===== config.mk =====
export PLATFORM = sky130hd
export DESIGN_NAME = div_seq_2to1
export DESIGN_NICKNAME = d
export VERILOG_FILES = /design/src/rtl/div_seq_2to1.sv
export SDC_FILE = /design/constraint.sdc
export NUM_CORES = 1
export LEC_CHECK = 0
export CAP_MARGIN = 20
export CORE_MARGIN = 8
export CORE_UTILIZATION = 50
export DETAILED_ROUTE_END_ITERATION = 7
export HOLD_SLACK_MARGIN = 0.12
export PLACE_DENSITY = 0.79
export SLEW_MARGIN = 20
export SYNTH_ARGS = -nofsm -noshare
export SYNTH_HDL_FRONTEND = slang
export SYNTH_SLANG_ARGS = --single-unit

===== constraint.sdc =====
create_clock -name clk -period 4.8 [get_ports clk]
set_input_delay 0.48 -clock clk [delete_from_list [all_inputs] [get_ports clk]]
set_output_delay 0.48 -clock clk [all_outputs]
set_load 0.05 [all_outputs]

===== src/rtl/div_seq_2to1.sv =====
// div_seq_2to1 -- sequential unsigned restoring divider.
//
// Divides a 2*DATA_LEN-bit dividend by a DATA_LEN-bit divisor and produces a
// DATA_LEN-bit quotient and remainder with divisor*quotient + remainder == dividend.
// One quotient bit is retired per clock (radix-2). Valid/ready handshake on
// both sides. There is no overlap: a new request is taken only in IDLE.
//
// Build option:
//   DIV_RADIX4_EN  defined   -> two cascaded restoring steps per clock
//                  undefined -> one restoring step per clock
//
// Ports:
//   clk        rising-edge clock
//   rst        asynchronous, active-high reset
//   in_valid   request valid
//   in_ready   block is idle and can accept a request
//   dividend   2*DATA_LEN-bit unsigned dividend
//   divisor    DATA_LEN-bit unsigned divisor
//   out_valid  result valid (held until out_ready)
//   out_ready  consumer accepts result
//   quotient   DATA_LEN-bit quotient ('1 on divide-by-zero or overflow)
//   remainder  DATA_LEN-bit remainder
//   div_zero   divisor was zero
//   overflow   quotient would not fit in DATA_LEN bits (divisor nonzero)
//
// State | meaning
// IDLE  | waiting for a request, in_ready=1
// CALC  | restoring iterations in progress
// DONE  | result presented, waiting for out_ready
module div_seq_2to1 #(
    parameter int DATA_LEN = 8
) (
    input  logic                    clk,
    input  logic                    rst,
    input  logic                    in_valid,
    output logic                    in_ready,
    input  logic [2*DATA_LEN-1:0]   dividend,
    input  logic [DATA_LEN-1:0]     divisor,
    output logic                    out_valid,
    input  logic                    out_ready,
    output logic [DATA_LEN-1:0]     quotient,
    output logic [DATA_LEN-1:0]     remainder,
    output logic                    div_zero,
    output logic                    overflow
);

`ifdef DIV_RADIX4_EN
    localparam int STEPS = 2;
`else
    localparam int STEPS = 1;
`endif
    localparam int CNT_W = $clog2(DATA_LEN);
    localparam logic [CNT_W-1:0] CNT_INIT = CNT_W'(DATA_LEN / STEPS - 1);

    typedef enum logic [1:0] {
        IDLE = 2'd0,
        CALC = 2'd1,
        DONE = 2'd2
    } state_t;

    state_t state, state_nxt;

    // Partial remainder stays below the divisor between steps, so DATA_LEN
    // bits are enough to hold it; the extra bit only exists inside a step.
    logic [DATA_LEN-1:0] rem_q;
    logic [DATA_LEN-1:0] quo_q;
    logic [DATA_LEN-1:0] dvs_q;
    logic [CNT_W-1:0]    cnt_q;
    logic                dz_q;
    logic                ov_q;

    logic accept;
    logic handoff;
    logic is_zero;
    logic is_ovf;

    assign accept  = in_valid && (state == IDLE);
    assign handoff = out_ready && (state == DONE);
    assign is_zero = (divisor == '0);
    assign is_ovf  = (dividend[2*DATA_LEN-1:DATA_LEN] >= divisor);

    // First restoring step: shift in the next dividend bit and trial-subtract.
    // The MSB of the DATA_LEN+1-bit difference is the borrow.
    logic [DATA_LEN:0]   sh1, t1;
    logic [DATA_LEN-1:0] r1, q1;

    always_comb begin
        sh1 = {rem_q, quo_q[DATA_LEN-1]};
        t1  = sh1 - {1'b0, dvs_q};
        r1  = t1[DATA_LEN] ? sh1[DATA_LEN-1:0] : t1[DATA_LEN-1:0];
        q1  = {quo_q[DATA_LEN-2:0], ~t1[DATA_LEN]};
    end

    logic [DATA_LEN-1:0] r_step, q_step;

`ifdef DIV_RADIX4_EN
    logic [DATA_LEN:0]   sh2, t2;

    always_comb begin
        sh2    = {r1, q1[DATA_LEN-1]};
        t2     = sh2 - {1'b0, dvs_q};
        r_step = t2[DATA_LEN] ? sh2[DATA_LEN-1:0] : t2[DATA_LEN-1:0];
        q_step = {q1[DATA_LEN-2:0], ~t2[DATA_LEN]};
    end
`else
    assign r_step = r1;
    assign q_step = q1;
`endif

    always_ff @(posedge clk or posedge rst) begin
        if (rst) begin
            state <= IDLE;
        end else begin
            state <= state_nxt;
        end
    end

    always_comb begin
        state_nxt = state;
        unique case (state)
            IDLE: begin
                if (accept) begin
                    state_nxt = (is_zero || is_ovf) ? DONE : CALC;
                end
            end
            CALC: begin
                if (cnt_q == '0) begin
                    state_nxt = DONE;
                end
            end
            DONE: begin
                if (handoff) begin
                    state_nxt = IDLE;
                end
            end
            default: state_nxt = IDLE;
        endcase
    end

    always_ff @(posedge clk or posedge rst) begin
        if (rst) begin
            rem_q <= '0;
            quo_q <= '0;
            dvs_q <= '0;
            cnt_q <= '0;
            dz_q  <= 1'b0;
            ov_q  <= 1'b0;
        end else begin
            case (state)
                IDLE: begin
                    if (accept) begin
                        dvs_q <= divisor;
                        cnt_q <= CNT_INIT;
                        // Divide-by-zero wins over overflow (0 <= anything).
                        if (is_zero) begin
                            quo_q <= '1;
                            rem_q <= dividend[DATA_LEN-1:0];
                            dz_q  <= 1'b1;
                        end else if (is_ovf) begin
                            quo_q <= '1;
                            rem_q <= '0;
                            ov_q  <= 1'b1;
                        end else begin
                            rem_q <= dividend[2*DATA_LEN-1:DATA_LEN];
                            quo_q <= dividend[DATA_LEN-1:0];
                        end
                    end
                end
                CALC: begin
                    rem_q <= r_step;
                    quo_q <= q_step;
                    if (cnt_q != '0) begin
                        cnt_q <= cnt_q - 1'b1;
                    end
                end
                DONE: begin
                    // Quotient/remainder persist after the handoff; only flags clear.
                    if (handoff) begin
                        dz_q <= 1'b0;
                        ov_q <= 1'b0;
                    end
                end
                default: ;
            endcase
        end
    end

    assign in_ready  = (state == IDLE);
    assign out_valid = (state == DONE);
    assign quotient  = quo_q;
    assign remainder = rem_q;
    assign div_zero  = dz_q;
    assign overflow  = ov_q;

endmodule


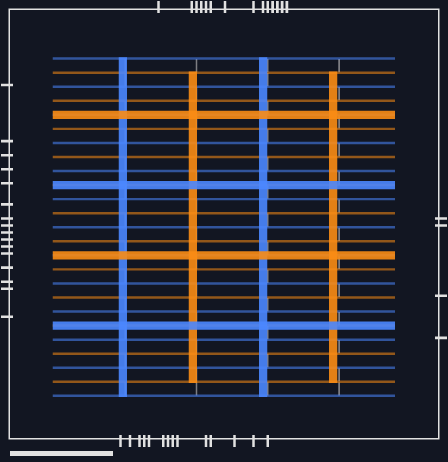
*Power grid, run 1*
The bar under the picture is 20 um long. Pins as bars on the die edge. Tap cells in gray.
| color | net |
|---|---|
| orange | VDD |
| blue | VSS |
met4 straps: 4
tap cells: 52

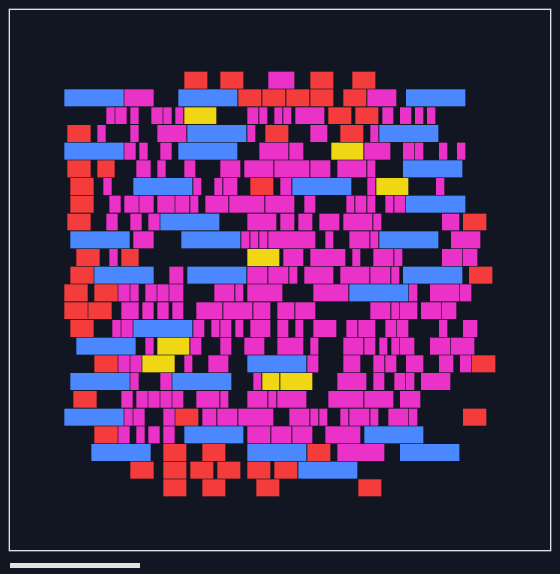
*Placement by cell class, run 1*
The bar under the picture is 20 um long.
| color | class | cells |
|---|---|---|
| yellow | clock drivers and dummy loads | 8 |
| magenta | remaining logic cells | 210 |
| red | remaining buffers and delay cells | 49 |
| blue | registers | 31 |

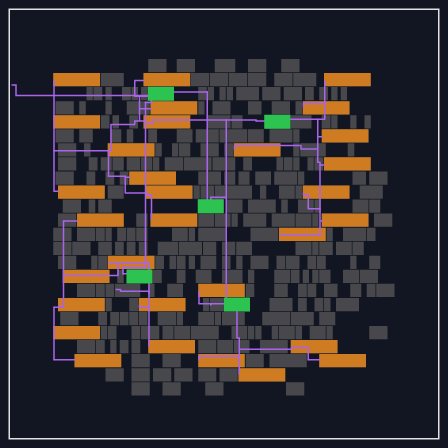
*Routed clock nets over the placement, run 1*
[purple] clock wires | length: 473 um
[green] clock-net drivers | count: 5
[orange] flip-flops | count: 31
routed clock nets: 6

==> run summary, run 1 <==
flow finished, numbers: post-synthesis compound-gate area fraction=0.289, Die Y=82.9 um, met2 Usage GRT=0.279, RR Endpoint=remainder[0]$_DFFE_PP0P_, fin crit period=2.68 ns, largest net degree at the start of global routing=32, f_max=373 MHz, Avg Cell Area, Syn=8.94 um2, required time worst endpoint=4.93 ns, Inverters=32, hold path depth=1, Reg2Reg Depth=9, CTS buffer count=5, Simple Share, Synth=0.163, first-pass GRT wire length=10.1 mm, Fillers=385, chip area=0.00686 mm2, r2r setup slk=2.12 ns, clock sinks=31, crit share post-route=0.558, min-delay src=cnt_q[0]$_DFFE_PP0P_, Final Skew=0.00525 ns, Init Core Util=0.517, status=completed, Power Density=787 mW/mm2, Placement Rows=24, r2r startpoint=quotient[7]$_DFFE_PP0P_, Main logic family=AND-OR/OR-AND gates, fin nets=344, I/O pin count=48, core area=0.00432 mm2, hold path endpoint=cnt_q[0]$_DFFE_PP0P_, Post-synth EDFFs=0, Ant. Diodes=0, area fraction in xor and xnor cells=0.0157, gr usage total=0.176, DRT Wirelength=6.03 mm, comb_multi_in=178, P_leak=1.26 nW, DRC viols=0, TritonRoute pass-1 iters=4, asr flop ratio synth=1.00, crit path max-delay cell type=a21oi_1, top_reg_cell synth=dfrtp_1, Leading cell kind=logic gates, wire length on met1=2.63 mm, post_cts resized=0, Worst-path clk slew=0.07 ns, fraction of area in registers=0.272, met3 Usage GRT=0.0371, most instantiated logic cell after routing=clkdlybuf4s50_1, max_cap viols=0, met2 WL post-DR=2.91 mm, syn_nets=297, final core utilization=0.660, crit path launch type=flip-flop
run 1: report_power, final:
part	total (mW)	switching (mW)	internal, mW
clock network	0.235	0.105	0.130
registers	0.531	0.138	0.392
logic	1.48	0.908	0.571
run 1: state kept, by name (all words and copies together), names as in the netlist:
name,count
state,2
cnt_q,3
dvs_q,8
overflow,1
quotient,8
div_zero,1
remainder,8
run 1: per-stage QoR:
step           setup WS [ns]  power, mW  cell area [um2]  hold WS, ns  std cells
6_report                2.12       2.25             2850        0.467        350
3_5_place_dp            1.94       2.00             2750        0.459        342
4_1_cts                 2.16       2.25             2850        0.470        350
5_1_grt                 1.96       2.42             2850        0.512        350
3_3_place_gp            1.99       1.97             2750        0.453        342
2_1_floorplan           2.32       1.60             2230        0.440        250
run 1: synthesized netlist by cell type, types with 3 or more instances:
cell type	count	area share
nand2_1	21	0.035
nor3_1	12	0.027
a21oi_1	19	0.043
a221oi_2	8	0.054
nor2b_1	5	0.014
inv_1	32	0.054
clkbuf_1	7	0.012
o221ai_1	8	0.031
a22o_1	7	0.027
nand3b_1	3	0.010
a211o_1	3	0.012
a21o_1	3	0.010
o21ai_0	3	0.0067
ha_1	18	0.10
nor2_1	12	0.020
o21ai_1	17	0.038
dfrtp_1	31	0.35
xnor2_1	3	0.012
run 1: cells by family after synthesis:
logic type	Yosys count
compound gates	84
xor+xnor	4
fa+ha+maj	19
buf+inv	41
flops	31
mux	1
simple gates	70
run 1: worst max-delay path: cells and delay by family (launching register included):
kind                     cells  cell delay, ns
AND-OR/OR-AND                4            1.22
adder cells (fa/ha/maj)      2            0.58
buffers and inverters        2            0.16
flip-flops                   1            0.43
AND/OR/NAND/NOR              1            0.13
### Signal wires by layer, run 1

The bar under the picture is 20 um long. Only two layers are drawn.
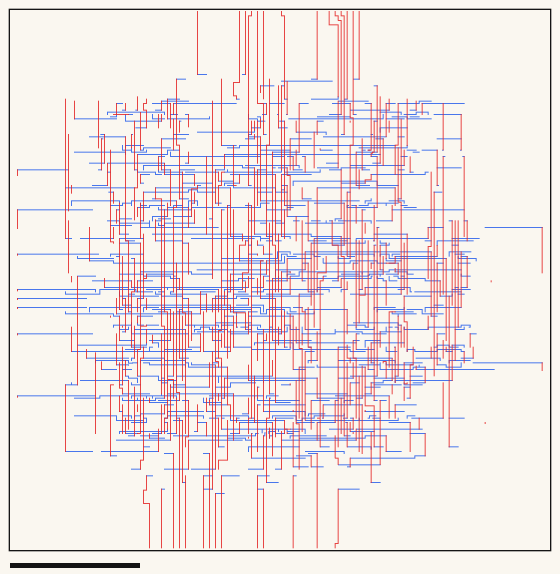

--- run 2 (diff from run 1) ---
--- a/config.mk
+++ b/config.mk
@@ -7,10 +7,10 @@
 export LEC_CHECK = 0
 export CAP_MARGIN = 20
 export CORE_MARGIN = 8
-export CORE_UTILIZATION = 50
+export CORE_UTILIZATION = 46
 export DETAILED_ROUTE_END_ITERATION = 7
 export HOLD_SLACK_MARGIN = 0.12
-export PLACE_DENSITY = 0.79
+export PLACE_DENSITY = 0.76
 export SLEW_MARGIN = 20
 export SYNTH_ARGS = -nofsm -noshare
 export SYNTH_HDL_FRONTEND = slang
==> constraint.sdc (replaced) <==
create_clock -name clk -period 2.2 [get_ports clk]
set_input_delay 0.22 -clock clk [delete_from_list [all_inputs] [get_ports clk]]
set_output_delay 0.22 -clock clk [all_outputs]
set_load 0.05 [all_outputs]
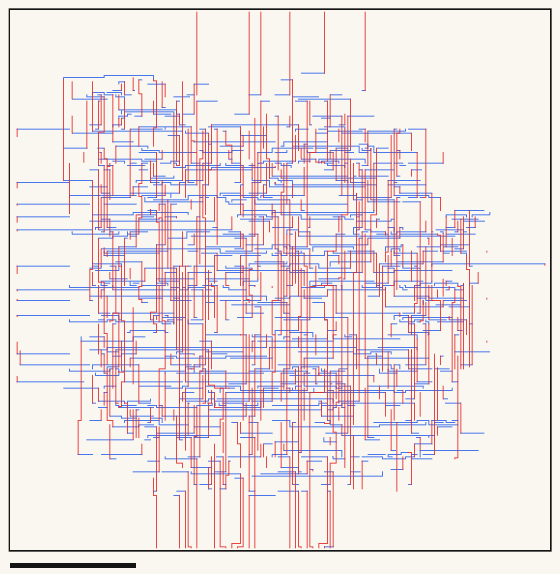
*Signal wires by layer, run 2*
The bar under the picture is 20 um long. Only two layers are drawn.
| color | layer | wire length |
|---|---|---|
| red | M2 | 3150 um |
| blue | M1 | 2920 um |

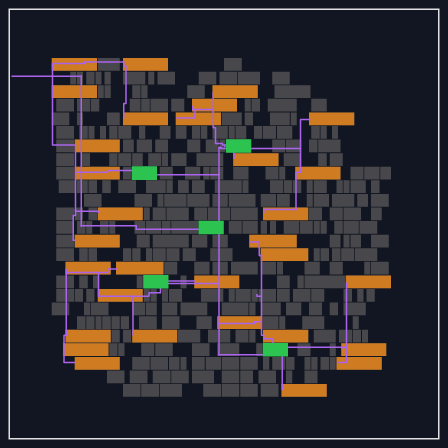
*Routed clock nets over the placement, run 2*
[orange] flip-flops | count: 31
[green] clock-net drivers | count: 5
[purple] clock wires | length: 459 um
routed clock nets: 6

==> run 2 against run 1 <==
First-iteration DRC count rose by 42%. Clock power rose by 83%. Wire length grew 7.2%. Final cell count up 11%. Flip-flop count is the same. Critical path depth is 1 lower. Total power is 130% higher. Sequential share of layout area is 2.4 points lower. Non-clock buffer count up 36. Synthesized cell count is the same. Global-route usage grew 0.56 points. Combinational power rose to 2.5 times the previous value. Highest routed layer unchanged.
==> run summary, run 2 <==
flow finished, numbers: Area contributors post-synth=dfrtp_1, ha_1, a221oi_2, gr usage total=0.181, DRC viols=0, max_cap viols=0, crit path max-delay cell type=clkdlybuf4s50_1, clock power share=0.082, setup ws final=0.0778 ns, crit path launch type=primary input, Die Y=85.7 um, combinational share of power=0.706, core area=0.00469 mm2, internal power=2.63 mW, I/O pin count=48, Net Sw Power=2.62 mW, Yosys top cell by instances=inv_1, Ant. Diodes=0, CTS buffer count=5, comb_multi_in=178, fin crit period=2.12 ns, final core utilization=0.671, final instance area=0.00315 mm2, clock sinks=31, P_leak=1.43 nW, WP depth=8, Power Density=1670 mW/mm2, f_max=471 MHz, WHS=0.346 ns, top_reg_cell synth=dfrtp_1, Placement Rows=25, Seq pwr share=0.212, Reg2Reg Depth=10, Worst-path clk slew=0.06 ns, DRT Wirelength=6.47 mm, largest net degree at the start of global routing=32, Inverters=32, status=completed, power after layout=5.25 mW, fraction of area in registers=0.248, crit share post-route=0.965, most instantiated logic cell after routing=clkdlybuf4s50_1, Leading cell kind=logic gates, Init Core Util=0.476
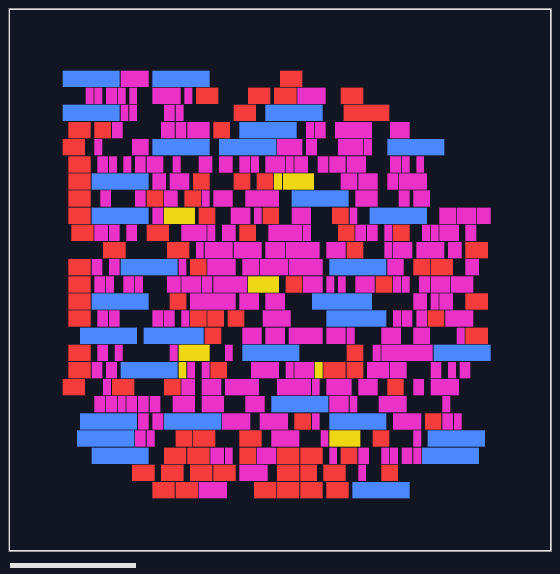
*Placement by cell class, run 2*
The bar under the picture is 20 um long.
| color | class | cells |
|---|---|---|
| yellow | clock drivers and dummy loads | 8 |
| magenta | remaining logic cells | 210 |
| red | remaining buffers and delay cells | 85 |
| blue | registers | 31 |

-- run 2: per-layer routing --
layer | vias to the layer above | wire length [um] | track usage
met5 | - | 0 | 0
met4 | 0 | 110 | 0.0589
met3 | 11 | 282 | 0.0487
met2 | 48 | 3150 | 0.302
met1 | 1067 | 2920 | 0.221
li1 | 1086 | - | -
-- run 2: path summary, 6_finish.rpt --
path / endpoint / slack, ns / from
max in group asynchronous: remainder[3]$_DFFE_PP0P_ / 1.53 / rst
min in group clk: cnt_q[0]$_DFFE_PP0P_ / 0.46 / cnt_q[0]$_DFFE_PP0P_
worst max register to register: remainder[7]$_DFFE_PP0P_ / 0.12 / quotient[7]$_DFFE_PP0P_
worst min-delay path: cnt_q[1]$_DFFE_PP0P_ / 0.35 / rst
worst max-delay path: quotient[0]$_DFFE_PP0P_ / 0.08 / divisor[2]
worst min register to register: cnt_q[0]$_DFFE_PP0P_ / 0.46 / cnt_q[0]$_DFFE_PP0P_
-- run 2: power groups by stage --
stage | Clock, mW | Sequential (mW) | Combinational, mW
global route | 0.470 | 1.15 | 4.05
detailed placement | 0 | 1.12 | 3.58
floorplan | 0 | 1.61 | 1.94
CTS | 0.447 | 1.11 | 3.67
global placement | 0 | 1.11 | 3.50
finish | 0.429 | 1.11 | 3.70
-- run 2: what timing repair did --
action | CTS | global route
gates resized | 0 | 5
setup buffers | 1 | 0
gates cloned | 0 | 0
endpoints found under the setup margin | 9 | 9
-- run 2: logic make-up after synthesis --
group	count (synthesis)	share of synthesized area
xor+xnor	4	0.0157
compound gates	84	0.289
mux	1	0.00448
buf+inv	41	0.0700
flops	31	0.347
simple gates	70	0.164
fa+ha+maj	19	0.110
Power figures rest on the tool's default switching activity, not on a simulated workload.
